Design snn_window_scheduler, sky130hd; sources not shown.
**Run 1: sequential cells coloured by netlist name**

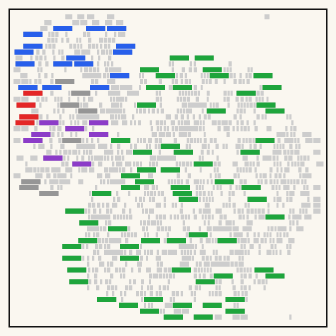
colour	netlist name	flops
green	`pot`	64
blue	`window_cnt`	16
purple	`t`	8
red	`spike_vec`	4
not coloured	8
final core utilization: 0.416
sequential power: 646 uW

**Run 1: I/O nets highlighted**

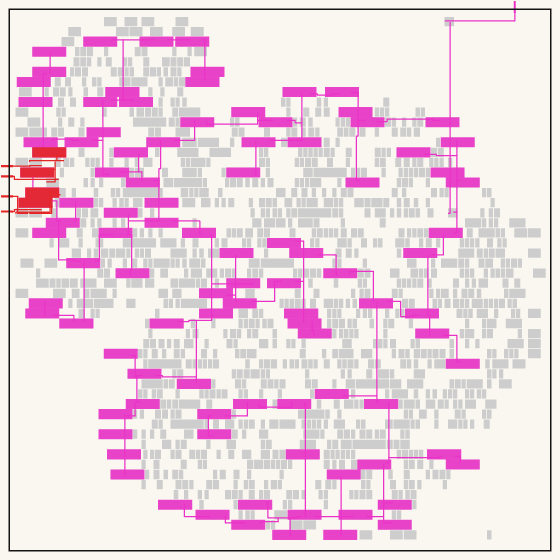
colour	port	bits	direction	edge	end cells	buffers	wire
magenta	`rst`	1	input	top	100	2	983 um
red	`spike_vec`	4	output	left	4	4	86.7 um
IO Count: 48
input/output buffers: 46

**Run 1: signal metal coverage by tile**

29 x 29 tiles, from black (low) to pale yellow (high), scaled to the fullest tile. Values are wire area over tile area, all layers added.
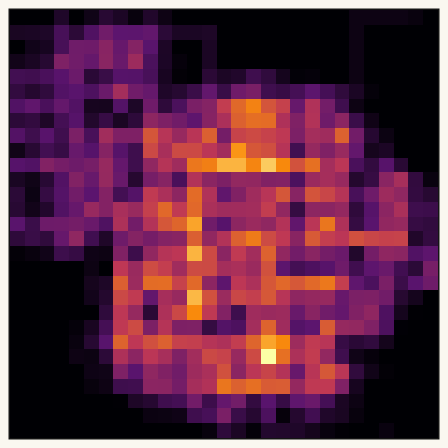
fullest tile	0.79
mean over tiles	0.19
nearly empty tiles	25%
emptiest ninth of the die	top right
Total Routing Usage GR: 0.234
via count: 7779
Routed WL per cell: 16.9 um

==> results.py, run 1 <==
# Synthesis and PnR figures
metrics = {
    "synthesis": {
        "syn_avg_cell_area_um2": 6.53,
        "ys_top_logic_family": "simple AND/OR/NAND/NOR gates",
        "topCellsByArea": "dfrtp_1 (34%), nand2_1 (22%), nand3_1 (11%), a21oi_1 (5.9%), inv_1 (4.2%)",
        "synth_cell_types": 36,
        "synth_area_mm2": 0.00746,
        "fp_nets": 1191,
        "adder_share": 0.0446,
        "simple_gate_area_frac": 0.398,
        "ys_sh_mux": 0,
        "syn_inst": 1142,
        "largest_area_cell": "dfrtp_1",
        "ys_warn_count": 0,
        "ys_cells": 1142,
        "synthArstFlopShare": 1.00,
        "yosys_most_used_dff": "dfrtp_1",
        "top_cell": "nand2_1",
        "yosys.stat.seqShare": 0.336,
    },
    "pwr": {
        "finalPower_uw": 1600,
        "power_density_mw_per_mm2": 189,
        "clkPwrFrac": 0.391,
        "switching_share": 0.329,
        "pwr-share-seq": 0.404,
        "p_comb_frac": 0.205,
        "comb-power_uw": 328,
        "power.net_switching_uw": 526,
        "pg_clk_uw": 625,
        "ir_worst_vdd_mv": 0.132,
        "p_int_uw": 1070,
        "power_leader": "registers",
        "leakagePower_uw": 0.00417,
    },
    "floorplanning": {
        "nWellTaps": 270,
        "die_area_mm2": 0.0213,
    },
    "sta": {
        "tightest_slew_ns": 0.945,
        "layout_min_cycle_time_ns": 4.98,
        "finalWorstSetupSlack_ns": 1.27,
        "final_hold_viol_count": 0,
        "tns_ns": 0,
        "drv_slew": 0,
        "rsz0062_at_grt": "no",
        "post-route-period-util": 0.797,
        "max_slew_margin": 0.370,
    },
    "clock_tree": {
        "cts_setup_buffers": 0,
        "clock_latency_ns": 0.37,
        "cts_hold_buf": 0,
        "clock_path_buffers": 2,
        "cts.sink_count": 100,
        "cts_max_level": 3,
        "cts_inserted_buffers": 9,
        "cts_tree": "done",
        "cts-resized-gates": 0,
        "root_buffer": "clkbuf_16",
    },
    "finish": {
        "seq_area_mm2": 0.00250,
        "flops": 100,
        "area_growth_pct": 13.3,
        "seq_area_frac": 0.296,
        "largest_cell_class": "multi-input combinational cells",
        "n_all_buffers": 62,
        "nets": 1206,
        "n_fill_cell": 2167,
        "layout-drive-gt1-share": 0.0456,
        "fin_cells": 1432,
        "lay_top_count": "nand2_1",
        "comb_area_mm2": 0.00434,
        "buffer_area_frac": 0.0699,
        "diodes": 0,
        "n_clock_buffer": 9,
        "largest_register_ffs": 64,
    },
    "placed_design": {
        "dp_slack_ns": 0.981,
        "postPlaceCellArea_mm2": 0.00812,
        "place_inst": 1416,
        "hpwlAfterDp_um": 15500,
        "gp_congestion": 0.870,
    },
    "hold_path": {
        "min_path_cells": 2,
    },
    "worst_setup_path": {
        "cp_top_family": "simple AND/OR/NAND/NOR gates",
        "crit_chain": "clkdlybuf4s50_1, inv_1, nand2_1, clkinv_1, buf_4, a22oi_1, nand2_1, ha_1, or2_2, nand3_1, nand2_1, nand2_1, nand3_1, nand2_1, nand2_1, buf_4, nand2_1, nand3_1, nand2_1, nand3_1, nand2_1",
        "crit_fanout": 20,
        "cp.depth": 21,
        "rr_worst_depth": 12,
        "crit_type": "in -> reg",
        "critical_path_buf_inv_count": 5,
        "cp_common_cell": "nand2_1",
        "slowest_stage": "clkdlybuf4s50_1",
        "cp-end-kind": "register",
        "max_stage_delay_ns": 0.53,
        "required_ns": 6.36,
        "cp_data_arrival_time_ns": 5.09,
        "startpoint_type": "primary input",
    },
    "drt": {
        "first_pass_iters": 5,
        "dr.first_iter.drc_count": 947,
        "avgViaCountPerCell": 5.43,
        "drt-total-wl_um": 24200,
        "wl_met3_um": 1950,
    },
    "outcome": {
        "status": "finished clean",
    },
    "grt": {
        "use_met1": 0.336,
        "overflow": 0,
        "groute.layer.met2.usage": 0.357,
        "grt_pass1_vias": 7195,
        "antenna_found_initial": 0,
        "met3_usage": 0.0345,
        "grt_max_degree": 70,
        "grt_pass1_wl_um": 39300,
    },
    "run": {
        "warnings": 32,
        "maxCapViolations": 0,
    },
}
**Run 1: M3 wires**

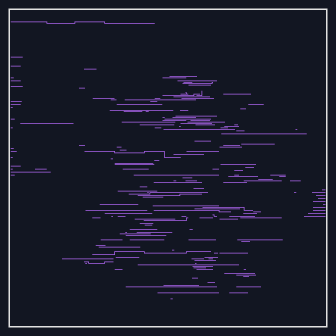

--- run 2 (diff from run 1) ---
==> constraint.sdc (replaced) <==
create_clock -name clk -period 4.05 [get_ports clk]
set_clock_uncertainty 0.2 [all_clocks]
set_input_delay 0.81 -clock clk [delete_from_list [all_inputs] [get_ports clk]]
set_output_delay 0.81 -clock clk [all_outputs]
set_load 0.005 [all_outputs]
**Run 2: M3 wires**

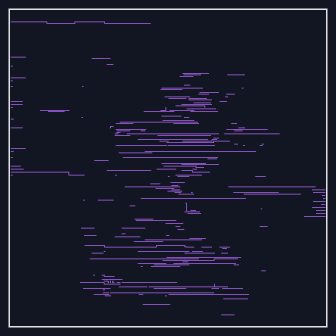
longest straight run	51.1 um
share of all routed wire	8.2%
WL final: 24500 um
via count: 8004
grt met3 use: 0.0414

==> run 2 against run 1 <==
  * Core utilization rose by 4.1 points
  * Sequential cell count did not move
  * Clock power rose by 47%
  * Via count rose by 2.9%
  * Cell count rose by 5.0%
  * Count of clock-buffer cells in the layout did not move
  * Non-clock buffer count rose by 70
  * Wire length rose by 1.1%
  * Critical path type unchanged
  * Largest power group unchanged
==> results.py, run 2 <==
# Synthesis and PnR figures
metrics = {
    "sta": {
        "tightest_slew_ns": 0.895,
        "fmaxAchievable_mhz": 282,
        "max_slew_margin": 0.403,
        "post-route-period-util": 0.874,
        "drv_slew": 0,
        "hold-worst-slack_ns": 0.274,
        "tns_ns": 0,
        "rsz0062_at_grt": "no",
        "finalWorstSetupSlack_ns": 0.509,
        "layout_min_cycle_time_ns": 3.54,
        "final_hold_viol_count": 0,
    },
    "synthesis": {
        "ys_warn_count": 0,
        "ys.flops": 100,
        "synth_area_mm2": 0.00746,
        "syn_inst": 1142,
        "topCellsByArea": "dfrtp_1 (34%), nand2_1 (22%), nand3_1 (11%), a21oi_1 (5.9%), inv_1 (4.2%)",
        "ys_cells": 1142,
        "synth_cell_types": 36,
        "yosys_most_used_dff": "dfrtp_1",
        "adder_share": 0.0446,
        "top_cell": "nand2_1",
        "common_cells": "nand2_1 (440), nand3_1 (171), dfrtp_1 (100)",
        "ys_top_logic_family": "simple AND/OR/NAND/NOR gates",
        "simple_gate_area_frac": 0.398,
        "largest_area_cell": "dfrtp_1",
        "synthArstFlopShare": 1.00,
        "xor_share": 0.0129,
        "syn_avg_cell_area_um2": 6.53,
        "yosys.stat.chipArea_mm2": 0.00746,
        "yosys.stat.seqShare": 0.336,
        "ys_sh_mux": 0,
        "fp_nets": 1191,
    },
    "worst_setup_path": {
        "startpoint_type": "primary input",
        "cp.depth": 21,
        "crit_type": "in -> reg",
        "cp_top_family": "simple AND/OR/NAND/NOR gates",
        "crit_fanout": 16,
        "cp-end-kind": "register",
        "crit_chain": "dlymetal6s2s_1, nor2_4, buf_4, buf_12, a22oi_1, nand3_2, ha_4, nand2_1, inv_2, nand2_1, nor3_2, nand2_2, nand2_1, nand2_1, nand4_1, buf_4, buf_4, nand3_1, nand2_1, nand3_1, nand2_1",
        "cp_data_arrival_time_ns": 3.64,
        "cp_common_cell": "nand2_1",
        "rr_worst_depth": 12,
        "max_stage_delay_ns": 0.31,
        "required_ns": 4.15,
        "slowest_stage": "ha_4",
        "critical_path_buf_inv_count": 6,
    },
    "floorplanning": {
        "die.size.y_um": 146,
        "die_w_um": 146,
        "fp-utilization": 0.367,
        "fp-row-count": 52,
        "coreArea_mm2": 0.0203,
        "nWellTaps": 270,
        "die_area_mm2": 0.0213,
        "io_pins": 48,
    },
    "grt": {
        "overflow": 0,
        "grt_max_degree": 62,
        "grt_pass1_vias": 7522,
        "groute.layer.met2.usage": 0.351,
        "grtUsageTotal": 0.234,
        "use_met1": 0.330,
        "antenna_found_initial": 1,
        "grt_pass1_wl_um": 39600,
    },
    "finish": {
        "largest_cell_class": "multi-input combinational cells",
        "largest_register_ffs": 64,
        "n_clock_buffer": 9,
        "diodes": 1,
        "seq_area_mm2": 0.00250,
        "n_fill_cell": 2121,
        "layout-drive-gt1-share": 0.136,
        "flops": 100,
        "comb_area_mm2": 0.00455,
        "n_all_buffers": 132,
        "nets": 1276,
        "final_util": 0.458,
        "clock_area_frac": 0.0338,
        "buffer_area_frac": 0.133,
        "comb_cells": 892,
        "lay_top_count": "nand2_1",
        "area_growth_pct": 24.6,
        "seq_area_frac": 0.269,
        "fin_cells": 1503,
        "n_all_inverters": 92,
    },
    "pwr": {
        "leakagePower_uw": 0.00459,
        "power.net_switching_uw": 887,
        "p_comb_frac": 0.273,
        "clkPwrFrac": 0.349,
        "power_density_mw_per_mm2": 284,
        "switching_share": 0.337,
        "pg_clk_uw": 919,
        "p_int_uw": 1750,
        "power_leader": "registers",
        "pwr-share-seq": 0.378,
        "comb-power_uw": 719,
        "powerSeq_uw": 997,
        "ir_worst_vdd_mv": 0.216,
        "finalPower_uw": 2640,
    },
    "clock_tree": {
        "cts_setup_buffers": 0,
        "clock_latency_ns": 0.37,
        "cts-resized-gates": 0,
        "cts_max_level": 3,
        "cts_inserted_buffers": 9,
        "cts.sink_count": 100,
        "cts_tree": "done",
        "clock_path_buffers": 2,
        "root_buffer": "clkbuf_16",
        "cts_hold_buf": 0,
    },
    "run": {
        "maxCapViolations": 0,
        "warnings": 32,
    },
    "placed_design": {
        "place_inst": 1481,
        "postPlaceCellArea_mm2": 0.00868,
        "dp_slack_ns": -0.310,
        "gp_congestion": 0.868,
        "io_buffers": 46,
        "hpwlAfterDp_um": 16300,
    },
    "drt": {
        "wl_per_cell_um": 16.3,
        "avgViaCountPerCell": 5.33,
        "route.met2.wl_um": 10800,
        "dr.first_iter.drc_count": 823,
        "wl_met3_um": 2000,
        "first_pass_iters": 7,
    },
    "outcome": {
        "status": "finished clean",
    },
}
**Run 2: I/O nets highlighted**

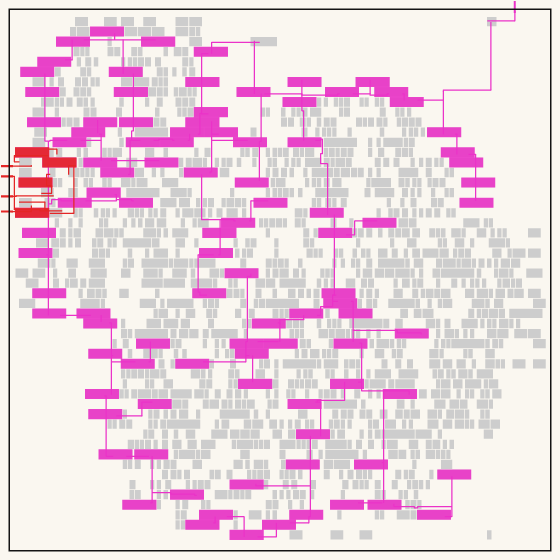
colour	port	bits	direction	edge	end cells	buffers	wire
red	`spike_vec`	4	output	left	4	4	106 um
magenta	`rst`	1	input	top	100	2	965 um

No activity file was given, so power comes from the tool's default toggle rates.
